Fig. 1: run 1, power grid
Scale bar: 50 µm. Pins as bars on the die edge.
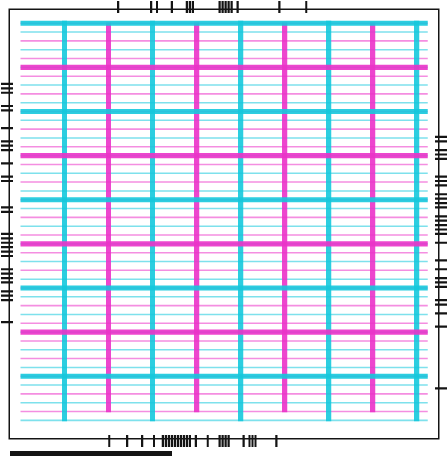
Fig. 2: run 1, cell classes on the final placement
Scale bar: 50 µm.
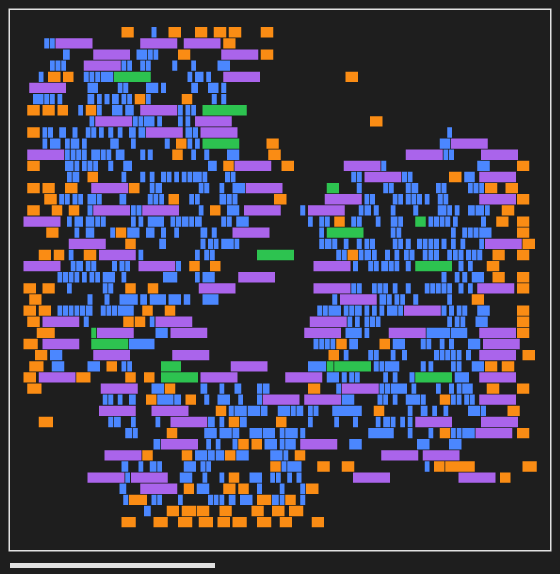
Fig. 3: run 1, routed clock nets over the placement
Scale bar: 50 µm.
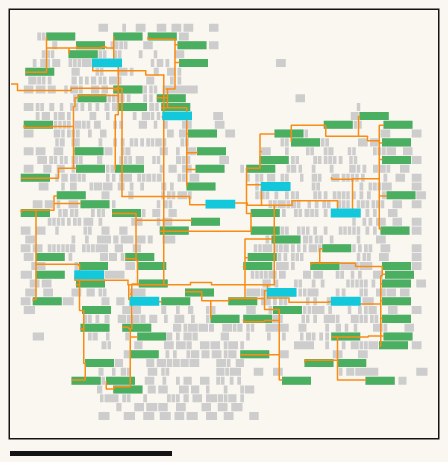
Fig. 4: run 1, signal wires by layer
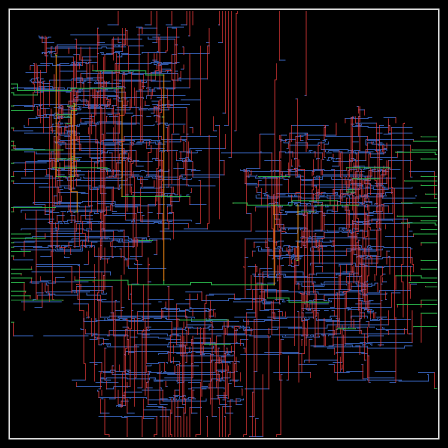
$ cat config.mk
export PLATFORM = sky130hd
export DESIGN_NAME = fwd_ctrl
export DESIGN_NICKNAME = d
export VERILOG_FILES = /design/src/rtl/fwd_pkg.sv /design/src/rtl/fwd_match.sv /design/src/rtl/fwd_ctrl.sv
export SDC_FILE = /design/constraint.sdc
export NUM_CORES = 1
export LEC_CHECK = 0
export ABC_AREA = 1
export CAP_MARGIN = 15
export CORE_MARGIN = 3
export CORE_UTILIZATION = 30
export CTS_CLUSTER_DIAMETER = 100
export CTS_CLUSTER_SIZE = 10
export DETAILED_ROUTE_END_ITERATION = 16
export GPL_ROUTABILITY_DRIVEN = 1
export SETUP_SLACK_MARGIN = 0.02
export SYNTH_ARGS = -nofsm -noshare
export SYNTH_HDL_FRONTEND = slang
export SYNTH_SLANG_ARGS = --single-unit
$ cat constraint.sdc
create_clock -name clk -period 1.7 [get_ports clk]
set_input_delay 0.34 -clock clk [delete_from_list [all_inputs] [get_ports clk]]
set_output_delay 0.34 -clock clk [all_outputs]
set_load 0.03 [all_outputs]
$ cat src/rtl/fwd_pkg.sv
// rtl/fwd_pkg.sv - shared select codes and pipe record for the EX forwarding path
package fwd_pkg;

    localparam int FWD_REG_AW = 5;

    localparam logic [1:0] SEL_REG    = 2'b00;
    localparam logic [1:0] SEL_ALT    = 2'b01;
    localparam logic [1:0] SEL_WB     = 2'b10;
    localparam logic [1:0] SEL_WB_ALT = 2'b11;

    typedef struct packed {
        logic                  valid;
        logic [FWD_REG_AW-1:0] rd;
        logic                  wen;
    } pipe_rec_t;

    // bit1 steers wb_val onto the register operand, bit0 picks pc/imm for the ALU
    function automatic logic [1:0] make_sel(input logic fwd, input logic alt);
        if (fwd) begin
            return alt ? SEL_WB_ALT : SEL_WB;
        end
        return alt ? SEL_ALT : SEL_REG;
    endfunction

endpackage

$ cat src/rtl/fwd_match.sv
// rtl/fwd_match.sv - one source-vs-record hazard comparator
module fwd_match #(
    parameter int REG_AW = 5
) (
    input  logic              rec_valid,
    input  logic [REG_AW-1:0] rec_rd,
    input  logic              rec_wen,
    input  logic [REG_AW-1:0] src,
    input  logic              uses,
    output logic              hit
);

    logic w_src_nz;

    // x0 is hardwired, so a write to it is never a real producer
    assign w_src_nz = |src;
    assign hit      = uses & w_src_nz & rec_valid & rec_wen & (rec_rd == src);

endmodule

$ cat src/rtl/fwd_ctrl.sv
// rtl/fwd_ctrl.sv - registered forwarding selects, shadow dest pipe, flush/stall and counters
module fwd_ctrl
    import fwd_pkg::*;
#(
    parameter int REG_AW = FWD_REG_AW,
    parameter int CNT_W  = 32
) (
    input  logic              clk,
    input  logic              rst_n,
    input  logic              stall,
    input  logic              flush,
    input  logic              d_valid,
    input  logic [REG_AW-1:0] d_rs1,
    input  logic [REG_AW-1:0] d_rs2,
    input  logic [REG_AW-1:0] d_rd,
    input  logic              d_reg_wen,
    input  logic              d_uses_rs1,
    input  logic              d_uses_rs2,
    input  logic              d_a_pc,
    input  logic              d_b_imm,
    output logic [1:0]        x_asel,
    output logic [1:0]        x_bsel,
    output logic              x_valid,
    output logic              rf_byp1,
    output logic              rf_byp2,
    output logic [CNT_W-1:0]  fwd_cnt,
    output logic [CNT_W-1:0]  kill_cnt
);

    localparam logic [CNT_W-1:0] CNT_ONE = {{(CNT_W-1){1'b0}}, 1'b1};

    logic              r_x_valid;
    logic [REG_AW-1:0] r_x_rd;
    logic              r_x_wen;
    logic              r_wb_valid;
    logic [REG_AW-1:0] r_wb_rd;
    logic              r_wb_wen;
    logic [1:0]        r_x_asel;
    logic [1:0]        r_x_bsel;
    logic              r_x_live;
    logic [CNT_W-1:0]  r_fwd_cnt;
    logic [CNT_W-1:0]  r_kill_cnt;

    logic              w_hit1;
    logic              w_hit2;
    logic              w_byp1;
    logic              w_byp2;
    logic              w_x_fwd;

    // X producer is in WB by the time D reaches X, so it feeds wb_val
    fwd_match #(.REG_AW(REG_AW)) u_hit1 (
        .rec_valid (r_x_valid),
        .rec_rd    (r_x_rd),
        .rec_wen   (r_x_wen),
        .src       (d_rs1),
        .uses      (d_uses_rs1),
        .hit       (w_hit1)
    );

    fwd_match #(.REG_AW(REG_AW)) u_hit2 (
        .rec_valid (r_x_valid),
        .rec_rd    (r_x_rd),
        .rec_wen   (r_x_wen),
        .src       (d_rs2),
        .uses      (d_uses_rs2),
        .hit       (w_hit2)
    );

    // WB producer writes the regfile this cycle; D must read the write data
    fwd_match #(.REG_AW(REG_AW)) u_byp1 (
        .rec_valid (r_wb_valid),
        .rec_rd    (r_wb_rd),
        .rec_wen   (r_wb_wen),
        .src       (d_rs1),
        .uses      (d_uses_rs1),
        .hit       (w_byp1)
    );

    fwd_match #(.REG_AW(REG_AW)) u_byp2 (
        .rec_valid (r_wb_valid),
        .rec_rd    (r_wb_rd),
        .rec_wen   (r_wb_wen),
        .src       (d_rs2),
        .uses      (d_uses_rs2),
        .hit       (w_byp2)
    );

    assign w_x_fwd = r_x_live & (r_x_asel[1] | r_x_bsel[1]);

    always_ff @(posedge clk or negedge rst_n) begin
        if (!rst_n) begin
            r_x_valid  <= 1'b0;
            r_x_rd     <= '0;
            r_x_wen    <= 1'b0;
            r_wb_valid <= 1'b0;
            r_wb_rd    <= '0;
            r_wb_wen   <= 1'b0;
            r_x_asel   <= SEL_REG;
            r_x_bsel   <= SEL_REG;
            r_x_live   <= 1'b0;
            r_fwd_cnt  <= '0;
            r_kill_cnt <= '0;
        end else if (!stall) begin
            r_wb_valid <= r_x_valid;
            r_wb_rd    <= r_x_rd;
            r_wb_wen   <= r_x_wen;
            if (w_x_fwd) begin
                r_fwd_cnt <= r_fwd_cnt + CNT_ONE;
            end
            if (flush) begin
                r_x_valid <= 1'b0;
                r_x_rd    <= d_rd;
                r_x_wen   <= d_reg_wen;
                r_x_asel  <= SEL_REG;
                r_x_bsel  <= SEL_REG;
                r_x_live  <= 1'b0;
                if (d_valid) begin
                    r_kill_cnt <= r_kill_cnt + CNT_ONE;
                end
            end else begin
                r_x_valid <= d_valid;
                r_x_rd    <= d_rd;
                r_x_wen   <= d_reg_wen;
                r_x_asel  <= make_sel(w_hit1, d_a_pc);
                r_x_bsel  <= make_sel(w_hit2, d_b_imm);
                r_x_live  <= d_valid;
            end
        end
    end

    assign x_asel   = r_x_asel;
    assign x_bsel   = r_x_bsel;
    assign x_valid  = r_x_live;
    assign rf_byp1  = w_byp1;
    assign rf_byp2  = w_byp2;
    assign fwd_cnt  = r_fwd_cnt;
    assign kill_cnt = r_kill_cnt;

endmodule

==> results.toml, run 1 <==
# synthesis and place-and-route metrics
[finish]
syn_to_final_growth_pct = 38.7
layout-drive-gt1-share = 0.117
final-nonclk-buf-share = 0.194
sh_seq_area = 0.311
lay_top_cells = "259 x nand2_1, 94 x nor2_1, 82 x dfrtp_1, 76 x dlygate4sd2_1, 60 x inv_1"
register_area_mm2 = 0.00205

[pwr]
pwr-share-seq = 0.447
power.total_w = 0.00483
powerDensity_mw_per_mm2 = 732

[worst_setup_path]
startpoint = "r_wb_rd[0]$_DFFE_PN0N_"
r2r_slack_ns = 0.17
critPathKind = "reg -> out"
end_kind = "primary output"
reg2reg_to = "kill_cnt[20]$_DFFE_PN0P_"

[logic_synthesis]
xor_share = 0.0847
ys_area_mm2 = 0.00476
yosysTopAreaCell = "dfrtp_1"
syn_area_mm2 = 0.00476
top_area_frac = 0.431
top_cells_by_count = "259 x nand2_1, 97 x nor2_1, 82 x dfrtp_1"
avgSynthCellArea_um2 = 7.27
ys_top_cells_by_area = "dfrtp_1 43%, nand2_1 20%, nor2_1 7.7%, xor2_1 5.0%, inv_1 4.9%"

[placement]
gp_congestion = 0.859
place_area_mm2 = 0.00634
dp_cells = 1008

[final_timing]
tns_ns = -0.0503
fin_crit_ns = 1.73
clock.fmax_mhz = 578
setup_slack_ns = -0.0290
setup_violations = 2

[route]
top_layer_used = "met4"
wl_met1_um = 5880
vias_per_cell = 4.42

[clocking]
htree_levels = 3
cts_setup_buffers = 2
cts.sinks = 82

[outcome]
outcome = "finished, violations left"
violations = "negative setup slack"

[global_route]
grt_pass1_wl_um = 21100
grt_use_met2 = 0.248

[floorplanning]
die.size.x_um = 132
## Picture notes: Fig. 1
Key: VDD = magenta; VSS = cyan
9 straps on met4. The core has 45 rows. 96 signal pins sit on the boundary. 46 met1 rails follow the rows.

## Picture notes: Fig. 2
Key: clock drivers and dummy loads = green [cells 15]; combinational and other logic = blue [cells 568]; sequential cells = purple [cells 82]; remaining buffers and delay cells = orange [cells 150]

## Picture notes: Fig. 3
Key: clock wires = orange [length 1240 µm]; flip-flops = green [count 82]; clock drivers = cyan [count 9]
There are 10 routed clock nets. Position of the flops: widely spread.

## Picture notes: Fig. 4
Key: metal 2 = red [wire length 6100 µm]; metal 3 = green [wire length 641 µm]; metal 1 = blue [wire length 5880 µm]; metal 4 = orange [wire length 231 µm]

Fig. 5: run 1, routing congestion map
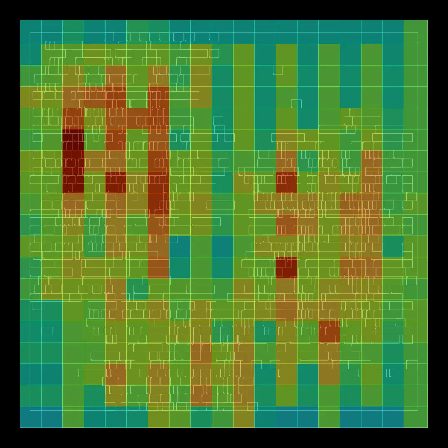

## Run 2: what changed since run 1
--- a/config.mk
+++ b/config.mk
@@ -13,6 +13,7 @@
 export CTS_CLUSTER_SIZE = 10
 export DETAILED_ROUTE_END_ITERATION = 16
 export GPL_ROUTABILITY_DRIVEN = 1
+export PLACE_DENSITY = 0.56
 export SETUP_SLACK_MARGIN = 0.02
 export SYNTH_ARGS = -nofsm -noshare
 export SYNTH_HDL_FRONTEND = slang
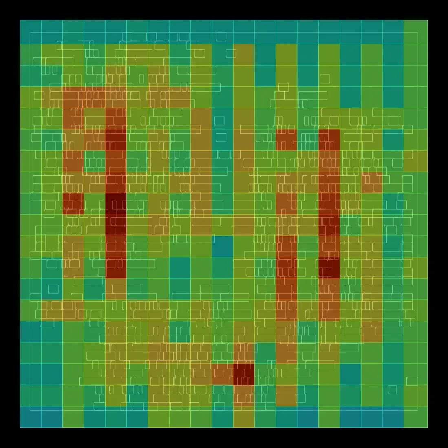
Fig. 6. Routing congestion map (run 2).
met2 usage: 0.247
grt peak-use layer: met2
Core Util, Final: 0.433

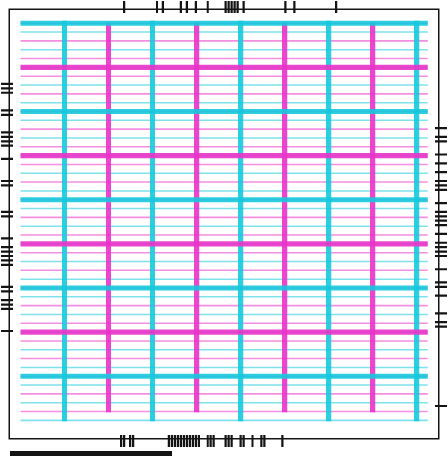
Fig. 7. Power grid (run 2).
Scale bar: 50 µm. Pins as bars on the die edge.
Key: VSS = cyan; VDD = magenta
46 met1 rails follow the rows. The core has 45 rows. 9 straps on met4. 96 signal pins sit on the boundary. 9 straps on met5.

==> run 2 against run 1 <==
  * The flow still finishes with violations (negative setup slack)
  * First-iteration DRC count grew 12%
  * Global-route usage grew 0.41 points
  * Clock skew shrank 0.0060 ns
  * Power grew 2.3%
  * Sequential power is essentially flat
  * Hold slack gained 0.058 ns
  * Final area grew 0.93%
  * Die size is the same
  * Critical path depth is the same
  * Utilization grew 0.40 points
  * Largest cell class unchanged
  * Highest routed layer unchanged
==> results.toml, run 2 <==
# synthesis and place-and-route metrics
[outcome]
outcome = "finished, violations left"
violations = "negative setup slack"

[final_timing]
clock.fmax_mhz = 563
tns_ns = -0.114
setup_violations = 2
fin_crit_ns = 1.77
setup_slack_ns = -0.0749

[finish]
sh_seq_area = 0.308
lay_top_cells = "259 x nand2_1, 90 x nor2_1, 82 x dfrtp_1, 75 x dlygate4sd2_1, 62 x inv_1"
register_area_mm2 = 0.00205
layout-drive-gt1-share = 0.123
syn_to_final_growth_pct = 40.0

[pwr]
pwr-share-seq = 0.436
powerDensity_mw_per_mm2 = 742

[clocking]
cts_setup_buffers = 2
htree_levels = 3
cts.sinks = 82

[logic_synthesis]
ys_top_cells_by_area = "dfrtp_1 43%, nand2_1 20%, nor2_1 7.7%, xor2_1 5.0%, inv_1 4.9%"
top_cells_by_count = "259 x nand2_1, 97 x nor2_1, 82 x dfrtp_1"
xor_share = 0.0847
top_area_frac = 0.431
syn_area_mm2 = 0.00476

[route]
vias_per_cell = 4.40
wl_met1_um = 6280

[worst_setup_path]
critPathKind = "reg -> out"
startpoint = "r_wb_rd[4]$_DFFE_PN0N_"
r2r_slack_ns = 0.15
end_kind = "primary output"

[floorplanning]
die.size.x_um = 132

[placement]
place_area_mm2 = 0.00634

[global_route]
grt_pass1_wl_um = 21800
## Run 3: what changed since run 2
--- a/config.mk
+++ b/config.mk
@@ -15,6 +15,7 @@
 export GPL_ROUTABILITY_DRIVEN = 1
 export PLACE_DENSITY = 0.56
 export SETUP_SLACK_MARGIN = 0.02
+export SLEW_MARGIN = 20
 export SYNTH_ARGS = -nofsm -noshare
 export SYNTH_HDL_FRONTEND = slang
 export SYNTH_SLANG_ARGS = --single-unit
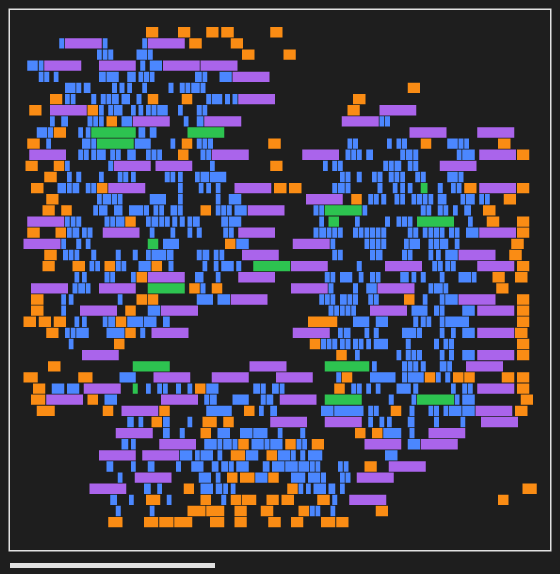
Fig. 8. Cell classes on the final placement (run 3).
Scale bar: 50 µm.
Key: remaining buffers and delay cells = orange [cells 150]; combinational and other logic = blue [cells 568]; clock drivers and dummy loads = green [cells 15]; sequential cells = purple [cells 82]

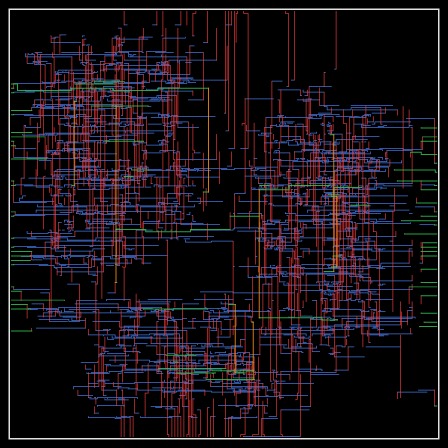
Fig. 9. Signal wires by layer (run 3).
Key: metal 4 = orange [wire length 254 µm]; metal 1 = blue [wire length 6280 µm]; metal 3 = green [wire length 589 µm]; metal 2 = red [wire length 6040 µm]

==> run 3 against run 2 <==
  * Die size did not move
  * Power did not move
  * Via count unchanged
  * Register-to-register slack about the same
  * Cell count unchanged
  * The flow still finishes with violations (negative setup slack)
  * Highest routed layer unchanged
  * Synthesized cell count unchanged
  * Critical path type unchanged
  * Critical endpoint unchanged
  * First-iteration DRC count did not move
  * Count of clock-buffer cells in the layout is the same
==> results.toml, run 3 <==
# synthesis and place-and-route metrics
[outcome]
outcome = "finished, violations left"
violations = "negative setup slack"

[logic_synthesis]
top_area_frac = 0.431
xor_share = 0.0847
top_cells_by_count = "259 x nand2_1, 97 x nor2_1, 82 x dfrtp_1"
ys_top_cells_by_area = "dfrtp_1 43%, nand2_1 20%, nor2_1 7.7%, xor2_1 5.0%, inv_1 4.9%"
syn_area_mm2 = 0.00476

[route]
wl_met1_um = 6280
vias_per_cell = 4.40

[final_timing]
setup_slack_ns = -0.0749
fin_crit_ns = 1.77
clock.fmax_mhz = 563
setup_violations = 2

[worst_setup_path]
startpoint = "r_wb_rd[4]$_DFFE_PN0N_"
critPathKind = "reg -> out"
end_kind = "primary output"

[clocking]
cts_setup_buffers = 2
htree_levels = 3

[finish]
lay_top_cells = "259 x nand2_1, 90 x nor2_1, 82 x dfrtp_1, 75 x dlygate4sd2_1, 62 x inv_1"
register_area_mm2 = 0.00205
layout-drive-gt1-share = 0.123
finish.utilization = 0.433
syn_to_final_growth_pct = 40.0

[global_route]
grt_pass1_wl_um = 21800
busiest_layer = "met2"
Power is estimated from default activity; no workload was simulated.
